**src/rtl/math_subtractor_multiword_seq.sv**
```systemverilog
// Sequential multi-word subtractor: an N-bit ripple-borrow stage reused once
// per chunk, least-significant chunk first, with the borrow carried between
// chunks in a register. Operands and result both use valid/ready handshakes.

`timescale 1ns/1ps

// N-bit ripple-borrow subtractor: difference = a - b - borrow_in.
module math_subtractor_ripple_carry #(
    parameter int N = 8
) (
    input  logic [N-1:0] a,
    input  logic [N-1:0] b,
    input  logic         borrow_in,
    output logic [N-1:0] difference,
    output logic         borrow_out
);

    // Bitwise full-subtractor chain, borrow propagating from bit 0 upward.
    always_comb begin
        logic bc;
        difference = '0;
        bc         = borrow_in;
        for (int i = 0; i < N; i++) begin
            difference[i] = a[i] ^ b[i] ^ bc;
            bc            = (~a[i] & b[i]) | (~(a[i] ^ b[i]) & bc);
        end
        borrow_out = bc;
    end

endmodule

// State table
//   state  | meaning
//   IDLE   | waiting for operands, o_ready high
//   RUN    | one chunk subtracted per cycle, WORDS cycles total
//   DONE   | result held on o_difference/o_borrow_out until i_ready
module math_subtractor_multiword_seq #(
    parameter int N     = 8,
    parameter int WORDS = 4
) (
    input  logic               i_clk,
    input  logic               i_rst_n,
    input  logic               i_valid,
    output logic               o_ready,
    input  logic [N*WORDS-1:0] i_a,
    input  logic [N*WORDS-1:0] i_b,
    input  logic               i_borrow_in,
    output logic               o_valid,
    input  logic               i_ready,
    output logic [N*WORDS-1:0] o_difference,
    output logic               o_borrow_out,
    output logic               o_busy
);

    localparam int W  = N * WORDS;
    localparam int CW = (WORDS > 1) ? $clog2(WORDS) : 1;

    typedef enum logic [1:0] {
        S_IDLE = 2'd0,
        S_RUN  = 2'd1,
        S_DONE = 2'd2
    } state_t;

    state_t          state;
    state_t          state_next;
    logic [CW-1:0]   cnt;
    logic [W-1:0]    a_sh;
    logic [W-1:0]    b_sh;
    logic [W-1:0]    res;
    logic            borrow;
    logic [N-1:0]    stage_diff;
    logic            stage_bout;
    logic            last_chunk;

    assign last_chunk = (cnt == CW'(WORDS - 1));

    math_subtractor_ripple_carry #(.N(N)) u_stage (
        .a          (a_sh[N-1:0]),
        .b          (b_sh[N-1:0]),
        .borrow_in  (borrow),
        .difference (stage_diff),
        .borrow_out (stage_bout)
    );

    // State register.
    always_ff @(posedge i_clk or negedge i_rst_n) begin
        if (!i_rst_n) begin
            state <= S_IDLE;
        end else begin
            state <= state_next;
        end
    end

    // Next-state and handshake outputs, decoded purely from state.
    always_comb begin
        state_next = state;
        o_ready    = 1'b0;
        o_valid    = 1'b0;
        o_busy     = 1'b0;
        case (state)
            S_IDLE: begin
                o_ready = 1'b1;
                if (i_valid) state_next = S_RUN;
            end
            S_RUN: begin
                o_busy = 1'b1;
                if (last_chunk) state_next = S_DONE;
            end
            S_DONE: begin
                o_valid = 1'b1;
                o_busy  = 1'b1;
                if (i_ready) state_next = S_IDLE;
            end
            default: state_next = S_IDLE;
        endcase
    end

    // Operand shifters, result accumulator, inter-chunk borrow and chunk counter.
    // The result fills from the top so that after WORDS shifts chunk 0 lands
    // in the least-significant position.
    always_ff @(posedge i_clk or negedge i_rst_n) begin
        if (!i_rst_n) begin
            a_sh   <= '0;
            b_sh   <= '0;
            res    <= '0;
            borrow <= 1'b0;
            cnt    <= '0;
        end else begin
            case (state)
                S_IDLE: begin
                    if (i_valid) begin
                        a_sh   <= i_a;
                        b_sh   <= i_b;
                        borrow <= i_borrow_in;
                        cnt    <= '0;
                    end
                end
                S_RUN: begin
                    a_sh   <= a_sh >> N;
                    b_sh   <= b_sh >> N;
                    res    <= (res >> N) | (W'(stage_diff) << (W - N));
                    borrow <= stage_bout;
                    if (!last_chunk) cnt <= cnt + 1'b1;
                end
                default: begin
                end
            endcase
        end
    end

    assign o_difference = res;
    assign o_borrow_out = borrow;

endmodule
```
**config.mk**
```make
export PLATFORM = sky130hd
export DESIGN_NAME = math_subtractor_multiword_seq
export DESIGN_NICKNAME = d
export VERILOG_FILES = /design/src/rtl/math_subtractor_multiword_seq.sv
export SDC_FILE = /design/constraint.sdc
export NUM_CORES = 1
export LEC_CHECK = 0
export ABC_AREA = 0
export CORE_MARGIN = 2
export CORE_UTILIZATION = 55
export CTS_BUF_LIST = sky130_fd_sc_hd__clkbuf_8
export DETAILED_ROUTE_END_ITERATION = 8
export GPL_TIMING_DRIVEN = 0
export PLACE_DENSITY_LB_ADDON = 0.15
export SLEW_MARGIN = 25
export SYNTH_ARGS = -nofsm -noshare
export SYNTH_HDL_FRONTEND = slang
export SYNTH_SLANG_ARGS = --single-unit
```
**constraint.sdc**
```tcl
create_clock -name i_clk -period 8.3 [get_ports i_clk]
set_clock_uncertainty 0.2 [all_clocks]
set_input_delay 0.83 -clock i_clk [delete_from_list [all_inputs] [get_ports i_clk]]
set_output_delay 0.83 -clock i_clk [all_outputs]
set_load 0.05 [all_outputs]
```
**Clock wiring as the flow saved it**

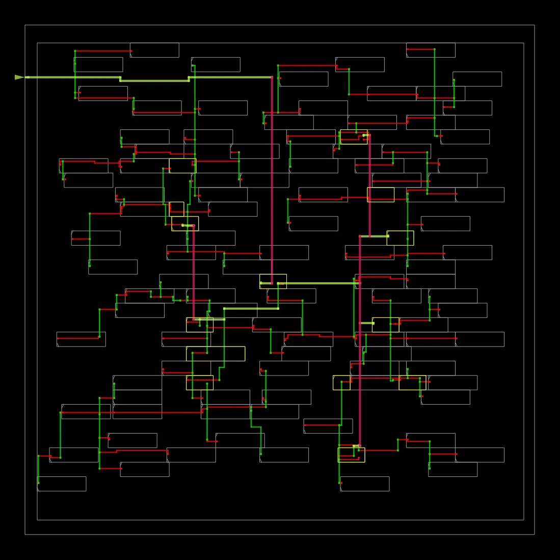
Clk power: 318 uW
clk_lat worst skew: 360 ps
Sink Count: 101
clkbuf count: 11
final sequential cell count: 101

**Where the registers sit**

Drawn at 4 px/um. Other sequential cells in the stronger gray, the rest of the logic in the fainter gray.
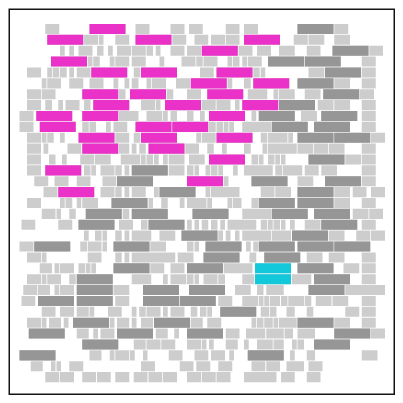
| netlist name | color | placed flops |
|---|---|---|
| cnt | cyan | 2 |
| b_sh | magenta | 32 |
fraction of area in registers: 41.85%
register area: 0.002527 mm2

==> flow_summary_export.csv <==
group,metric,value,unit
layout,fin_cells,627,
place,place_worst_setup_slack,4171,ps
power_and_ir_drop,power_frac_comb,56.6,%
power_and_ir_drop,p_seq_share,31.8,%
logic_synthesis,yosys.area_share.aoi,9.841,%
timing,tightest_slew,544.2,ps
setup_path,reg2reg_from,"o_borrow_out$_DFFE_PN0P_",
logic_synthesis,yosys.area_share.simple,7.981,%
clock_network,ctsHoldBuffers,0,
place,gp_congestion,0.8577,
setup_path,critPathTopFamily,"adder cells",
setup_path,cp_common_cell,"fa_1",
clock_network,clkTransAtPathRegs,90,ps
layout,drive_above_1_share,14.94,%
clock_network,cts_buffer_depth,2,
routing,firstDrtPassIters,4,
power_and_ir_drop,p_switching,1215,uW
setup_path,cp-end-kind,"flip-flop",
power_and_ir_drop,p_sw_share,44.15,%
layout,final_cell_mix,"103 x clkdlybuf4s50_1, 101 x dfrtp_1, 89 x nand2_1",
setup_path,worstSetupStartpointType,"flip-flop",
setup_path,critical_path_class,"flip-flop to flip-flop",
power_and_ir_drop,power,2751,uW
layout,comb.multi_input.count,262,
outcome,status,"finished, final reports clean",
clock_network,cts_setup_buffers,0,
logic_synthesis,muxShareOfSynthArea,17.39,%
die,taps,105,
setup_path,crit_start,"o_borrow_out$_DFFE_PN0P_",
place,dpl.cell_count,613,
layout,final-nonclk-buf-share,21.30,%
power_and_ir_drop,p_comb,1560,uW
logic_synthesis,yosys_warnings,0,
timing,slew_viol_final,0,
power_and_ir_drop,irDropWorstVdd,0.1600,mV
place,io_buffers,104,
die,ios,105,
die,die-area,0.009188,mm2
logic_synthesis,adder_share,4.530,%
setup_path,r2r_end,"o_difference[31]$_DFFE_PN0P_",
timing,setup_tns,0,ps
timing,timing.final.ws_setup,4155,ps
clock_network,cts_resized,0,
logic_synthesis,top_logic_kind,"multiplexers",
global_routing,grt_overflow,0,
timing,slew_headroom,63.72,%
logic_synthesis,synth_area,0.004641,mm2
setup_path,reg2regPathDepth,12,
power_and_ir_drop,p_int,1537,uW
layout,buffers,131,
die,num_rows,33,
global_routing,grt_pass1_vias,3234,
setup_path,cpMaxStageDelayCell,"fa_1",
routing,wl_met2,4822,um
timing,setup_viol,0,
run,warnings,28,
setup_path,critPathBufInv,3,
timing,finalCriticalPeriod,4145,ps
logic_synthesis,yosys.cell_count.top_type,"dfrtp_1",
global_routing,grt_max_degree,71,
timing,fin_crit_sh,49.95,%
**Cell area per tile**

Drawn at 4 px/um. The die is cut into 10 by 10 equal tiles; white is low, dark blue is high, 0 to 100% covered.
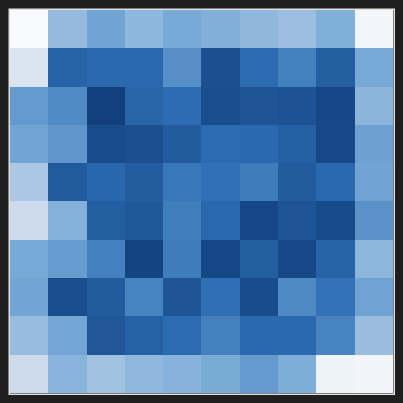
tiles over 75% full: 45%
mean over tiles: 64%
fullest tile: 94%
final core occ: 73.50%
Initial Utilization: 56.48%
Core ar.: 0.008217 mm2

**Metal layers overlaid**

Drawn at 4 px/um.
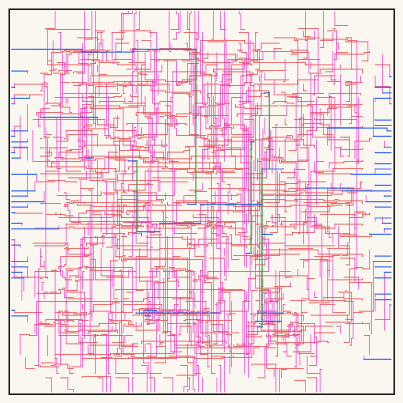
| layer | color | wire length |
|---|---|---|
| met1 | red | 4230 um |
| met2 | magenta | 4820 um |
| met4 | green | 143 um |
| met3 | blue | 384 um |
Via Count: 3296
Overall Global Routing Usage: 23.00%
WL final: 9584 um
post-DR wirelength/cell: 15.29 um

Power figures rest on the tool's default switching activity, not on a simulated workload.
